### Gate families picked out, run 1

Scale: 6 px per um.
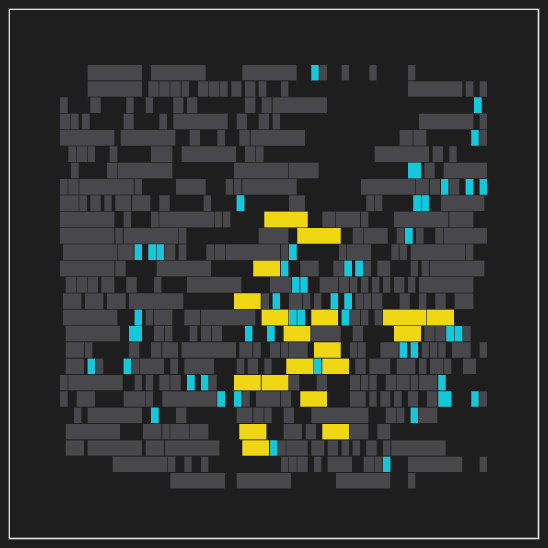
### Routing congestion, run 1

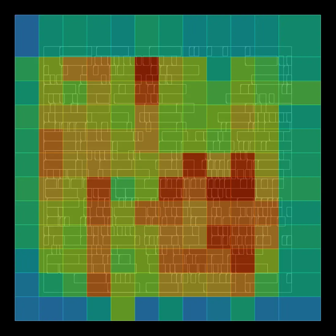
### M2 wires, run 1

Scale: 3 px per um. Cells faint in the background.
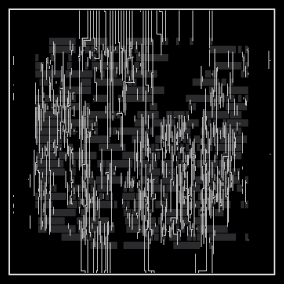
### src/rtl/seq_mult_pkg.sv
// Shared types and constants for the digit-serial multiplier sequencer.
package seq_mult_pkg;

  localparam int P     = 2;
  localparam int N_MAX = 8;

  typedef enum logic [2:0] {
    IDLE,
    LOAD,
    MAC,
    LAST,
    DRAIN
  } state_e;

  // Operand width code to digit count N (W = 2N).
  function automatic logic [3:0] mode_to_n(input logic [1:0] mode);
    case (mode)
      2'b00:   return 4'd1;
      2'b01:   return 4'd2;
      2'b10:   return 4'd4;
      default: return 4'd8;
    endcase
  endfunction

endpackage

### src/rtl/seq_mult_col_cnt.sv
// Column-major digit index walker: k = i + j, i descending within each column.
module seq_mult_col_cnt (
  input  logic       clk_i,
  input  logic       rst_i,
  input  logic       clr_i,
  input  logic       adv_i,
  input  logic [3:0] n_i,
  output logic [2:0] i_o,
  output logic [2:0] j_o,
  output logic [3:0] k_o,
  output logic       col_end_o,
  output logic       done_o
);
  import seq_mult_pkg::*;

  localparam int IW = $clog2(N_MAX);

  logic [3:0]    k_q;
  logic [IW-1:0] i_q;
  logic [3:0]    i_lo;
  logic [3:0]    k_nxt;
  logic [3:0]    i_hi;
  logic [4:0]    k_final;

  always_comb begin
    i_lo    = (k_q >= n_i) ? (k_q - n_i + 4'd1) : 4'd0;
    k_nxt   = k_q + 4'd1;
    i_hi    = (k_nxt < n_i) ? k_nxt : (n_i - 4'd1);
    k_final = {n_i, 1'b0} - 5'd2;
  end

  assign col_end_o = ({1'b0, i_q} == i_lo);
  assign done_o    = col_end_o && ({1'b0, k_q} == k_final);
  assign i_o       = i_q;
  // j never exceeds N-1, so the 3-bit wrap of k-i is exact
  assign j_o       = k_q[2:0] - i_q;
  assign k_o       = k_q;

  always_ff @(posedge clk_i or posedge rst_i) begin
    if (rst_i) begin
      k_q <= 4'd0;
      i_q <= '0;
    end else if (clr_i) begin
      k_q <= 4'd0;
      i_q <= '0;
    end else if (adv_i) begin
      if (col_end_o) begin
        k_q <= k_nxt;
        i_q <= i_hi[IW-1:0];
      end else begin
        i_q <= i_q - 3'd1;
      end
    end
  end

endmodule

### src/rtl/seq_mult_ctrl.sv
// Sequencer for the 2-bit digit-serial multiplier datapath; collects product digits LSB-first.
// Define SEQ_MULT_CTRL_PIPE_EN for a datapath with one extra output pipeline stage.
module seq_mult_ctrl #(
  parameter int P         = 2,
  parameter int MAX_WIDTH = 16
) (
  input  logic                 clk_i,
  input  logic                 rst_i,
  input  logic                 req_valid_i,
  output logic                 req_ready_o,
  input  logic [MAX_WIDTH-1:0] req_a_i,
  input  logic [MAX_WIDTH-1:0] req_b_i,
  input  logic [1:0]           req_mode_i,
  input  logic                 req_signed_i,
  output logic [MAX_WIDTH-1:0] dp_a_o,
  output logic [MAX_WIDTH-1:0] dp_b_o,
  output logic                 dp_start_o,
  output logic [2:0]           dp_sel_a_o,
  output logic [2:0]           dp_sel_b_o,
  output logic                 dp_count_down_o,
  output logic                 dp_count_last2_o,
  output logic                 dp_last_out_o,
  output logic                 dp_inv_first_o,
  output logic                 dp_inv_row_o,
  output logic                 dp_place_one_o,
  output logic [1:0]           dp_shift_in_o,
  output logic [7:0]           dp_init_sum_o,
  input  logic [P-1:0]         dp_p_i,
  output logic                 dig_valid_o,
  output logic                 dig_last_o,
  output logic [P-1:0]         dig_data_o,
  output logic                 busy_o
);
  import seq_mult_pkg::*;

  state_e     state, state_nxt;
  logic [3:0] n_q;
  logic       sgn_q;
  logic [2:0] idx_i, idx_j;
  logic [3:0] col_k;
  logic       col_end, mac_done;
  logic       accept, drain_done;
  logic       strobe_p0, last_p0;
  logic       vld_p1, last_p1;

  // Right-aligned W-bit operand to full width, sign- or zero-extended.
  function automatic logic [MAX_WIDTH-1:0] extend_op(input logic [MAX_WIDTH-1:0] v,
                                                     input logic [3:0] n, input logic sgn);
    logic [MAX_WIDTH-1:0] mask;
    logic [3:0]           msb;
    mask = ~({MAX_WIDTH{1'b1}} << {n, 1'b0});
    msb  = {n[2:0], 1'b0} - 4'd1;
    if (sgn && v[msb]) return v | ~mask;
    return v & mask;
  endfunction

  assign accept = (state == IDLE) && req_valid_i;

  seq_mult_col_cnt u_col_cnt (
    .clk_i     (clk_i),
    .rst_i     (rst_i),
    .clr_i     (state == LOAD),
    .adv_i     (state == MAC),
    .n_i       (n_q),
    .i_o       (idx_i),
    .j_o       (idx_j),
    .k_o       (col_k),
    .col_end_o (col_end),
    .done_o    (mac_done)
  );

  always_ff @(posedge clk_i or posedge rst_i) begin
    if (rst_i) begin
      state  <= IDLE;
      n_q    <= 4'd1;
      sgn_q  <= 1'b0;
      dp_a_o <= '0;
      dp_b_o <= '0;
    end else begin
      state <= state_nxt;
      if (accept) begin
        n_q    <= mode_to_n(req_mode_i);
        sgn_q  <= req_signed_i;
        dp_a_o <= extend_op(req_a_i, mode_to_n(req_mode_i), req_signed_i);
        dp_b_o <= extend_op(req_b_i, mode_to_n(req_mode_i), req_signed_i);
      end
    end
  end

  always_comb begin
    state_nxt        = state;
    req_ready_o      = (state == IDLE);
    busy_o           = (state != IDLE);
    dp_start_o       = (state == LOAD);
    dp_count_down_o  = (state == MAC);
    dp_sel_a_o       = 3'd0;
    dp_sel_b_o       = 3'd0;
    dp_count_last2_o = 1'b0;
    dp_last_out_o    = (state == LAST);
    dp_inv_first_o   = 1'b0;
    dp_inv_row_o     = 1'b0;
    dp_place_one_o   = 1'b0;
    dp_shift_in_o    = 2'b00;
    dp_init_sum_o    = 8'h00;
    if (state == MAC) begin
      dp_sel_a_o       = idx_i;
      dp_sel_b_o       = idx_j;
      dp_count_last2_o = col_end;
      dp_inv_first_o   = sgn_q && (idx_i == n_q[2:0] - 3'd1);
      dp_inv_row_o     = sgn_q && (idx_j == n_q[2:0] - 3'd1);
      // Baugh-Wooley correction one enters at the shift closing column N-1
      dp_place_one_o   = sgn_q && col_end && (col_k == n_q - 4'd1);
      dp_shift_in_o    = dp_place_one_o ? 2'b01 : 2'b00;
    end
    if (state == LOAD && sgn_q && n_q == 4'd1) dp_init_sum_o = 8'h01;
    case (state)
      IDLE:    if (req_valid_i) state_nxt = LOAD;
      LOAD:    state_nxt = MAC;
      MAC:     if (mac_done) state_nxt = LAST;
      LAST:    state_nxt = DRAIN;
      DRAIN:   if (drain_done) state_nxt = IDLE;
      default: state_nxt = IDLE;
    endcase
  end

  assign strobe_p0 = dp_count_last2_o | dp_last_out_o;
  assign last_p0   = dp_last_out_o;

  // p0 -> p1: datapath presents the digit one cycle after each shift/last strobe
  always_ff @(posedge clk_i or posedge rst_i) begin
    if (rst_i) begin
      vld_p1  <= 1'b0;
      last_p1 <= 1'b0;
    end else begin
      vld_p1  <= strobe_p0;
      last_p1 <= last_p0;
    end
  end

`ifdef SEQ_MULT_CTRL_PIPE_EN
  logic vld_p2, last_p2;

  // p1 -> p2: extra wait for the pipelined datapath output
  always_ff @(posedge clk_i or posedge rst_i) begin
    if (rst_i) begin
      vld_p2  <= 1'b0;
      last_p2 <= 1'b0;
    end else begin
      vld_p2  <= vld_p1;
      last_p2 <= last_p1;
    end
  end

  assign dig_valid_o = vld_p2;
  assign dig_last_o  = last_p2;
`else
  assign dig_valid_o = vld_p1;
  assign dig_last_o  = last_p1;
`endif

  // DRAIN ends exactly when the final digit is handed out
  assign drain_done = dig_last_o;
  assign dig_data_o = dig_valid_o ? dp_p_i : '0;

endmodule

### config.mk
export PLATFORM = sky130hd
export DESIGN_NAME = seq_mult_ctrl
export DESIGN_NICKNAME = d
export VERILOG_FILES = /design/src/rtl/seq_mult_pkg.sv /design/src/rtl/seq_mult_col_cnt.sv /design/src/rtl/seq_mult_ctrl.sv
export SDC_FILE = /design/constraint.sdc
export NUM_CORES = 1
export LEC_CHECK = 0
export ABC_AREA = 1
export CORE_MARGIN = 8
export CORE_UTILIZATION = 60
export CTS_CLUSTER_DIAMETER = 40
export DETAILED_ROUTE_END_ITERATION = 12
export DONT_BUFFER_PORTS = 1
export PLACE_DENSITY = 0.8
export SYNTH_ARGS = -nofsm -noshare
export SYNTH_HDL_FRONTEND = slang
export SYNTH_SLANG_ARGS = --single-unit
### constraint.sdc
create_clock -name clk_i -period 4.7 [get_ports clk_i]
set_input_delay 0.94 -clock clk_i [delete_from_list [all_inputs] [get_ports clk_i]]
set_output_delay 0.94 -clock clk_i [all_outputs]
set_load 0.02 [all_outputs]
==> Changelog: implementation, run 1 <==
### Metrics

- Sequential power: 934 uW
- Met2 GRT Util: 31.1%
- CTS sink cnt: just under 50
- Pin count of the biggest net entering global routing: 50
- Num rows: 26
- Final Wtd Congestion: between 0.8 and 0.9
- Nets@finish: 431
- Setup violations, final: 0
- Post-synth seq share: 39.5%
- FF-to-FF setup slack: 2.11 ns
- CLK BUF: 5
- Slew headroom: 33.6%
- Vias in the first global route: ~2.4k
- Sequential share of power: 38.7%
- Tap cells: 70
- Adder share: 8.38%
- Placed inst area: 3090 um^2
- Registers, synthesis: 49
- Core area: 5040 um^2
- WL final: 7.28 mm
- Clk slew on worst S/H paths: 0.11 ns
- Die X-Extent: 88.0 um
- Post-CTS Setup Bufs: 0
- Gate Area: 1590 um^2
- Comb pwr: 1.21 mW
- Synth cell count leaders: 90 x nand2_1, 48 x dfrtp_1, 38 x inv_1
- Most common logic cells in the final layout: 90 x nand2_1, 48 x dfrtp_1, 37 x inv_1
- Critical Path Start: u_col_cnt.k_o[1]
- Worst hold slack: around 0.59 ns
- Power in the clock group: 266 uW
- CP max FO: 10
- End point of the critical path: dp_shift_in_o[0]
- Post-Syn Area: ~3100 um^2
- CP Depth: 11
- Most used logic cell in the final layout: nand2_1
- Worst Path Buf+Inv: 2
- Status: finished, final reports clean
- CP delay by family, top: simple AND/OR/NAND/NOR gates
- WL met3: 809 um
- Worst reg2reg endpoint: u_col_cnt.k_o[0]
- Hold endpoint: u_col_cnt.i_o[1]
-- 'Gate families picked out' (at the start) --
legend:
  inverters:
    colour: cyan
    cells: 48
    most_used: inv_1
  adder and majority cells:
    colour: yellow
    cells: 19
    most_used: ha_1

-- 'Routing congestion' (at the start) --
met1 usage: 22.3%
met3 usage in global routing: 9.19%
GRT Total Usage: 19.4%
final core utilization: 63.2%

-- 'M2 wires' (at the start) --
share of all routed wire: 46%
wire length on this layer: 3350 um
longest straight run: 42.0 um
main direction: vertical
nets with wire on the layer: 351

## Run 2: what changed since run 1
- ABC_CLOCK_PERIOD_IN_PS: default -> 4700
- CTS_CLUSTER_SIZE: default -> 8
### Gate families picked out, run 2

Scale: 6 px per um.
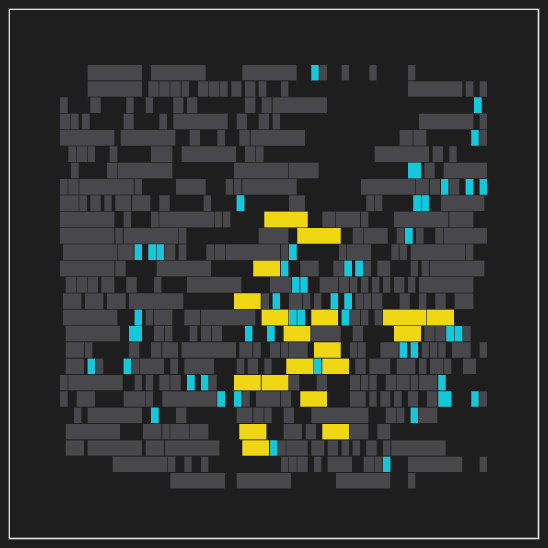
Final Non-Filler Cells: 443
logic share of the area: 49.8%
most used logic cell in the final layout: nand2_1

### Routing congestion, run 2

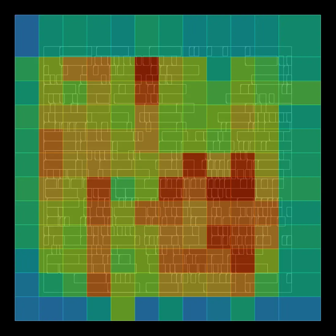
DR WL/cell: 16.4 um
met2 GRT Util: 31.1%
GRT busiest layer: met2

==> Changelog: implementation, run 2 <==
### Metrics

- Final Wtd Congestion: 0.889 (unchanged)
- Setup violations, final: 0 (unchanged)
- Post-CTS Setup Bufs: 0 (unchanged)
- Vias in the first global route: 2431 (unchanged)
- Clock power frac: 11.0%
- CP max FO: 10 (unchanged)
- Gate Area: 1590 um^2 (unchanged)
- Comb pwr: 1.21 mW (about the same)
- Registers, synthesis: 49 (unchanged)
- Most common logic cells in the final layout: 90 x nand2_1, 48 x dfrtp_1, 37 x inv_1
- CTS sink cnt: 49 (unchanged)
- Xor/xnor share: 2.54%
- Filler Cells Inserted: 475
- Least-Margin Pin Slew: around 1 ns
- Synth cell count leaders: 90 x nand2_1, 48 x dfrtp_1, 38 x inv_1
- CP max-delay cell: dfrtp_1
- Adder share: 8.38% (unchanged)
- CP Depth: 11 (unchanged)
- Pin count of the biggest net entering global routing: 50 (unchanged)
- WL final: 7.28 mm (unchanged)
- Crit-path cells: ha_1, inv_1, ha_1, inv_1, fa_1, o21ai_1, o21ai_2, nand3_1, nor2_4, nand2_4, nor3_2
- Met3 usage in global routing: 9.19% (unchanged)
- Sequential share of power: 38.7% (about the same)
- Peak supply drop: 364 uV
- Non-clk invs: 48
- Worst hold slack: 0.591 ns (unchanged)
- Core area: 5040 um^2 (unchanged)
- Status: finished, final reports clean
- Drt first pass iters: 5
- CLK BUF: 5 (unchanged)
- Clk slew on worst S/H paths: 0.11 ns (about the same)
- Nets@finish: 431 (unchanged)
- Final core utilization: 63.2% (unchanged)
- GRT Total Usage: 19.4% (unchanged)
- RSZ-0062 raised after global routing: false
- Die X-Extent: 88.0 um (unchanged)
- Power in the clock group: 266 uW (about the same)
- Placed inst area: 3090 um^2 (unchanged)
- Met1 usage: 22.3% (unchanged)
- Worst Path Buf+Inv: 2 (unchanged)
- CP delay by family, top: simple AND/OR/NAND/NOR gates
- Critical Path Start: u_col_cnt.k_o[1]
- Hold endpoint: u_col_cnt.i_o[1]
- FF-to-FF setup slack: 2.11 ns (about the same)
- Num rows: 26 (unchanged)
- Slew headroom: 33.6% (unchanged)
- Post-synth seq share: 39.5% (unchanged)
- Post-Syn Area: 3110 um^2 (unchanged)
- WL met3: 809 um (unchanged)
### Cell sizes after repair, run 2

Scale: 6 px per um.
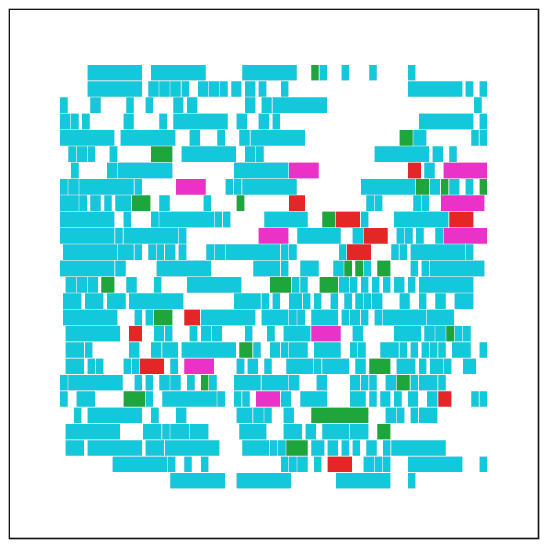
legend:
  _3 and _4 cells:
    colour: red
    cells: 11
    share: 2.9%
    most_used: nor2_4
  _6 and larger:
    colour: magenta
    cells: 9
    share: 2.4%
    most_used: clkbuf_8
  _0 and _1 cells:
    colour: cyan
    cells: 328
    share: 88%
    most_used: nand2_1
  _2 cells:
    colour: green
    cells: 25
    share: 6.7%
    most_used: inv_2

Power figures rest on the tool's default switching activity, not on a simulated workload.
